$ cat src/rtl/wb_pkg.sv
// Shared encodings for the MEM/WB write-back stage: result-source select and
// RISC-V load funct3 codes.
package wb_pkg;

  typedef enum logic [1:0] {
    RES_ALU = 2'b00,
    RES_MEM = 2'b01,
    RES_PC4 = 2'b10,
    RES_IMM = 2'b11
  } res_src_e;

  typedef enum logic [2:0] {
    LD_B  = 3'b000,
    LD_H  = 3'b001,
    LD_W  = 3'b010,
    LD_BU = 3'b100,
    LD_HU = 3'b101
  } load_type_e;

endpackage

$ cat src/rtl/load_extender.sv
// Combinational sub-word load alignment and sign/zero extension for a 32-bit
// memory word; unlisted funct3 codes fall through as a full-word load.
module load_extender
  import wb_pkg::*;
(
  input  logic [31:0] readData,
  input  logic [1:0]  offset,
  input  logic [2:0]  LoadType,
  output logic [31:0] extData
);

  logic [7:0]  w_byte;
  logic [15:0] w_half;

  // Halfword lane only looks at offset[1]; misaligned halves are not split.
  assign w_byte = readData[8*offset +: 8];
  assign w_half = offset[1] ? readData[31:16] : readData[15:0];

  always_comb begin
    extData = readData;
    case (LoadType)
      LD_B:    extData = {{24{w_byte[7]}}, w_byte};
      LD_H:    extData = {{16{w_half[15]}}, w_half};
      LD_BU:   extData = {24'b0, w_byte};
      LD_HU:   extData = {16'b0, w_half};
      default: extData = readData;
    endcase
  end

endmodule

$ cat src/rtl/write_back_stage.sv
// MEM/WB pipeline register with 4-way result select and retire counter.
// Define WB_LOAD_EXT_EN to enable sub-word load extension (DATA_WIDTH must be 32).
module write_back_stage
  import wb_pkg::*;
#(
  parameter int DATA_WIDTH     = 32,
  parameter int REG_ADDR_WIDTH = 5,
  parameter int CNT_WIDTH      = 32
) (
  input  logic                      clk,
  input  logic                      rst,
  input  logic                      stall,
  input  logic                      flush,
  input  logic                      inValid,
  input  logic                      RegWrite,
  input  logic [1:0]                ResultSrc,
  input  logic [2:0]                LoadType,
  input  logic [REG_ADDR_WIDTH-1:0] rdIn,
  input  logic [DATA_WIDTH-1:0]     ALUResult,
  input  logic [DATA_WIDTH-1:0]     readData,
  input  logic [DATA_WIDTH-1:0]     pcPlus4,
  input  logic [DATA_WIDTH-1:0]     immExt,
  output logic [DATA_WIDTH-1:0]     writeData,
  output logic [REG_ADDR_WIDTH-1:0] rdOut,
  output logic                      regWriteOut,
  output logic                      wbValid,
  output logic [CNT_WIDTH-1:0]      retired
);

  logic [DATA_WIDTH-1:0]     w_mem;
  logic [DATA_WIDTH-1:0]     w_result;
  logic                      w_we;

  logic [DATA_WIDTH-1:0]     r_wd;
  logic [REG_ADDR_WIDTH-1:0] r_rd;
  logic                      r_we;
  logic                      r_vld;
  logic [CNT_WIDTH-1:0]      r_retired;

`ifdef WB_LOAD_EXT_EN
  load_extender u_ext (
    .readData (readData),
    .offset   (ALUResult[1:0]),
    .LoadType (LoadType),
    .extData  (w_mem)
  );
`else
  logic w_unused_lt;
  assign w_unused_lt = ^LoadType;
  assign w_mem       = readData;
`endif

  always_comb begin
    w_result = ALUResult;
    case (ResultSrc)
      RES_ALU: w_result = ALUResult;
      RES_MEM: w_result = w_mem;
      RES_PC4: w_result = pcPlus4;
      RES_IMM: w_result = immExt;
      default: w_result = ALUResult;
    endcase
  end

  // x0 is hard-wired zero, so never raise the write enable for it.
  assign w_we = RegWrite & inValid & (rdIn != '0);

  always_ff @(posedge clk) begin
    if (rst) begin
      r_wd      <= '0;
      r_rd      <= '0;
      r_we      <= 1'b0;
      r_vld     <= 1'b0;
      r_retired <= '0;
    end else if (flush) begin
      r_wd  <= '0;
      r_rd  <= '0;
      r_we  <= 1'b0;
      r_vld <= 1'b0;
    end else if (!stall) begin
      r_wd  <= w_result;
      r_rd  <= rdIn;
      r_we  <= w_we;
      r_vld <= inValid;
      if (inValid) r_retired <= r_retired + CNT_WIDTH'(1);
    end
  end

  assign writeData   = r_wd;
  assign rdOut       = r_rd;
  assign regWriteOut = r_we;
  assign wbValid     = r_vld;
  assign retired     = r_retired;

endmodule
$ cat config.mk
export PLATFORM = sky130hd
export DESIGN_NAME = write_back_stage
export DESIGN_NICKNAME = d
export VERILOG_FILES = /design/src/rtl/wb_pkg.sv /design/src/rtl/load_extender.sv /design/src/rtl/write_back_stage.sv
export SDC_FILE = /design/constraint.sdc
export NUM_CORES = 1
export LEC_CHECK = 0
export CORE_ASPECT_RATIO = 0.7
export CORE_MARGIN = 2
export CORE_UTILIZATION = 38
export DETAILED_ROUTE_END_ITERATION = 10
export PLACE_DENSITY = 0.87
export RECOVER_POWER = 25
export SYNTH_ARGS = -nofsm -noshare
export SYNTH_HDL_FRONTEND = slang
export SYNTH_SLANG_ARGS = --single-unit
export TNS_END_PERCENT = 100
$ cat constraint.sdc
create_clock -name clk -period 2.8 [get_ports clk]
set_input_delay 0.84 -clock clk [delete_from_list [all_inputs] [get_ports clk]]
set_output_delay 0.84 -clock clk [all_outputs]
set_load 0.01 [all_outputs]
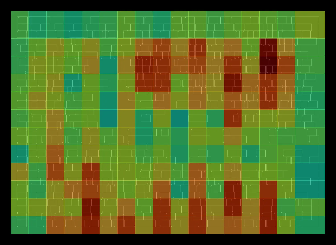
**Above:** run 1 (routing congestion map).
post-layout util: 65.2%
grt peak-use layer: met2
met3 GRT Util: 5.13%
M2 GR Usage: 41.2%

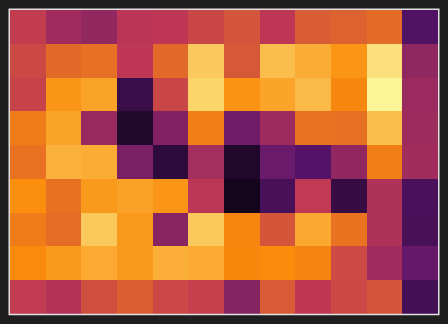
**Above:** run 1 (placement density heat map).
The die is cut into 12 by 9 equal tiles; black is low, pale yellow is high, 0 to 100% covered.
emptiest ninth of the die: center
fullest tile: 98%
tiles over 75% full: 27%
mean over tiles: 58%

==> impl_metrics.tcl, run 1 <==
# implementation run metrics
set metrics [dict create \
    status "finished clean" \
    buf_share_pct 35.0 \
    num_antenna_cells 0 \
    grt_max_degree 40 \
    crit_family "simple AND/OR/NAND/NOR gates" \
    initCoreUtil_pct 38.7 \
    min_period_over_period_pct 87.6 \
    top_logic_kind "multiplexers" \
    synthMostInstantiatedCell "nor2_1" \
    r2r_end "retired[18]" \
    muxShareOfSynthArea_pct 30.1 \
    final_antenna_net_count 0 \
    required_ns 3.00 \
    grt_use_total_pct 22.1 \
    critPathCaptureType "flop" \
    tritoncts "yes" \
    hold_slack_ns 0.467 \
    drt-wirelength-per-cell_um 16.4 \
    cp_cell_sequence "dlygate4sd3_1 -> nand4bb_4 -> nor4_4 -> or4b_1 -> xor2_1 -> nor2_1" \
    ys_seq_share_pct 38.4 \
    synth-edff-count 0 \
    ys_types 37 \
    numCtsBuffers 9 \
    cts_hold_buf 0 \
    die_h_um 86.6 \
    combinationalPower_mw 0.457 \
    p_leak_nw 2.35 \
    clkPwrFrac_pct 42.9 \
    grt-ovfl-total 0 \
    clock_latency_ns 0.33 \
    max_stage_delay_ns 0.56 \
    cts_max_path_buffers 2 \
    worst_pin_slew_ns 0.803 \
    yosysCellCount 342 \
    flops 71 \
    nets 696 \
    worstSetupPathType "in2reg" \
]
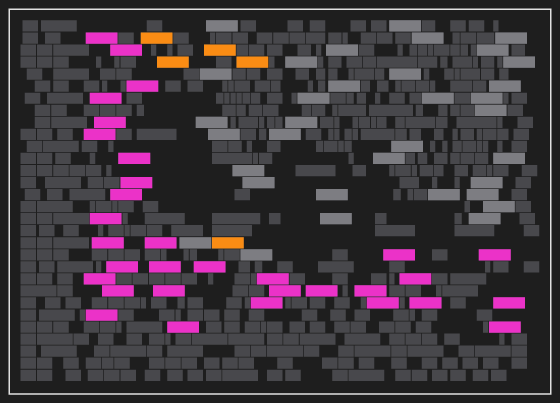
**Above:** run 1 (sequential cells colored by netlist name).
legend:
  orange:
    name_in_the_netlist: `rdOut`
    sequential_cells: 5
    where: top center
  magenta:
    name_in_the_netlist: `writeData`
    sequential_cells: 32
not colored: 34

==> run 1: layer usage <==
metal	part of all wire (%)	wire length, µm
met3	5.0	559
met1	39	4390
met2	53	5950
met4	2.8	315
met5	0	0
==> run 1: how the worst min path moves through the flow <==
| stage | end | slack [ns] | cells after the start |
|---|---|---|---|
| finish | regWriteOut | 0.47 | 2 |
| global route | regWriteOut | 0.50 | 2 |
| CTS | regWriteOut | 0.47 | 2 |
| detailed placement | regWriteOut | 0.46 | 2 |
| global placement | regWriteOut | 0.45 | 2 |
| floorplan | regWriteOut | 0.49 | 2 |
==> run 1: registers in the layout (all words and copies together) (netlist names) <==
register / flops
rdOut: 5
wbValid: 1
writeData: 32
retired: 32
regWriteOut: 1
**Run 1: sizing map**

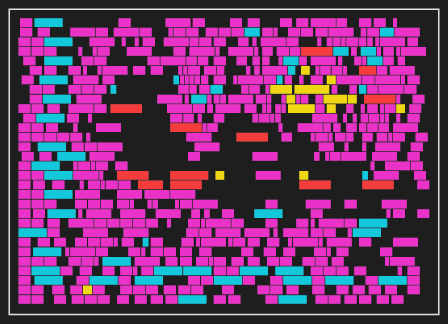

==> run 2: changes to the inputs <==
--- a/config.mk
+++ b/config.mk
@@ -6,7 +6,6 @@
 export NUM_CORES = 1
 export LEC_CHECK = 0
 export CORE_ASPECT_RATIO = 0.7
-export CORE_MARGIN = 2
 export CORE_UTILIZATION = 38
 export DETAILED_ROUTE_END_ITERATION = 10
 export PLACE_DENSITY = 0.87
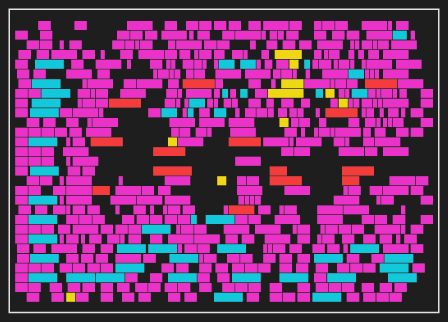
**Above:** run 2 (sizing map).
legend:
  yellow:
    size: x3 and x4
    cells: 10
    share: 1.8%
    most_used: buf_4
  magenta:
    size: x1 and smaller
    cells: 486
    share: 87%
    most_used: clkdlybuf4s50_1
  cyan:
    size: x2
    cells: 46
    share: 8.3%
    most_used: mux4_2
  red:
    size: x6 and larger
    cells: 14
    share: 2.5%
    most_used: clkbuf_16

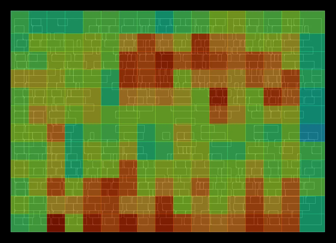
**Above:** run 2 (routing congestion map).
GRT Total Usage: 23.5%
GR Util met1: 26.3%
post-layout util: 67.4%
met3 GRT Util: 7.34%

==> run 2 against run 1 <==
Die area shrank 3.9%. Routed wire length grew 2.6%. Sequential power is essentially flat. Synthesized cell count is the same. Clock skew is essentially flat. Power grew 1.5%. Global-route usage grew 1.4 points. Non-clock buffer count is the same. Area after synthesis is the same. Utilization grew 2.2 points. Critical path depth grew 1. Critical path type unchanged. Critical endpoint is now retired[18]. Largest cell class unchanged.
==> impl_metrics.tcl, run 2 <==
# implementation run metrics
set metrics [dict create \
    crit_family "simple AND/OR/NAND/NOR gates" \
    nets 696 \
    initCoreUtil_pct 40.0 \
    die_h_um 84.6 \
    cts_max_path_buffers 2 \
    layout_top_cells "clkdlybuf4s50_1 (193), nor2_1 (72), dfxtp_1 (71)" \
    p_leak_nw 2.32 \
    final_antenna_net_count 0 \
    worstSetupPathType "in2reg" \
    yosysCellCount 342 \
    status "finished clean" \
    top_usage_layer "met2" \
    worst_pin_slew_ns 0.766 \
    critPathCaptureType "flop" \
    met3_length_um 791 \
    combinationalPower_mw 0.460 \
    min_period_over_period_pct 87.4 \
    tritoncts "yes" \
    maxUsedRoutingLayer "met5" \
    ys_seq_share_pct 38.4 \
    buf_share_pct 35.0 \
    clock_latency_ns 0.33 \
    cp_cell_sequence "clkdlybuf4s50_1 -> nor3b_1 -> nand4_1 -> buf_4 -> nor4_1 -> xnor2_1 -> nor2_1" \
    wl_met1_um 4450 \
    grt_max_degree 40 \
    required_ns 3.00 \
    gr-usage-met2_pct 42.7 \
    clkPwrFrac_pct 43.6 \
    numCtsBuffers 9 \
    ys_types 37 \
    num_antenna_cells 1 \
    grt-ovfl-total 0 \
    synth-edff-count 0 \
    first_iter_violations 131 \
]
==> run 2: cell counts after synthesis <==
No cell type changed its count.
==> run 2: path summary, 6_finish.rpt <==
kind          startpoint          end  slack (ns)  cells past startpoint
max              inValid  retired[18]        0.35                      7
min          regWriteOut  regWriteOut        0.46                      2
max reg2reg   retired[0]  retired[18]        0.85                      7
min reg2reg  regWriteOut  regWriteOut        0.46                      2
==> run 2: logic make-up (layout without fill, tap and decap cells) <==
logic type / Yosys count / after routing / share of synthesized area, %
buf+inv: 26 / 240 / 3.01
simple gates: 139 / 139 / 20.6
mux: 71 / 71 / 30.1
compound gates: 5 / 5 / 0.744
fa+ha+maj: 1 / 1 / 0.338
xor+xnor: 29 / 29 / 6.86
other cells: 0 / 1 / 0
flops: 71 / 71 / 38.4
Power and IR drop assume default switching activity.
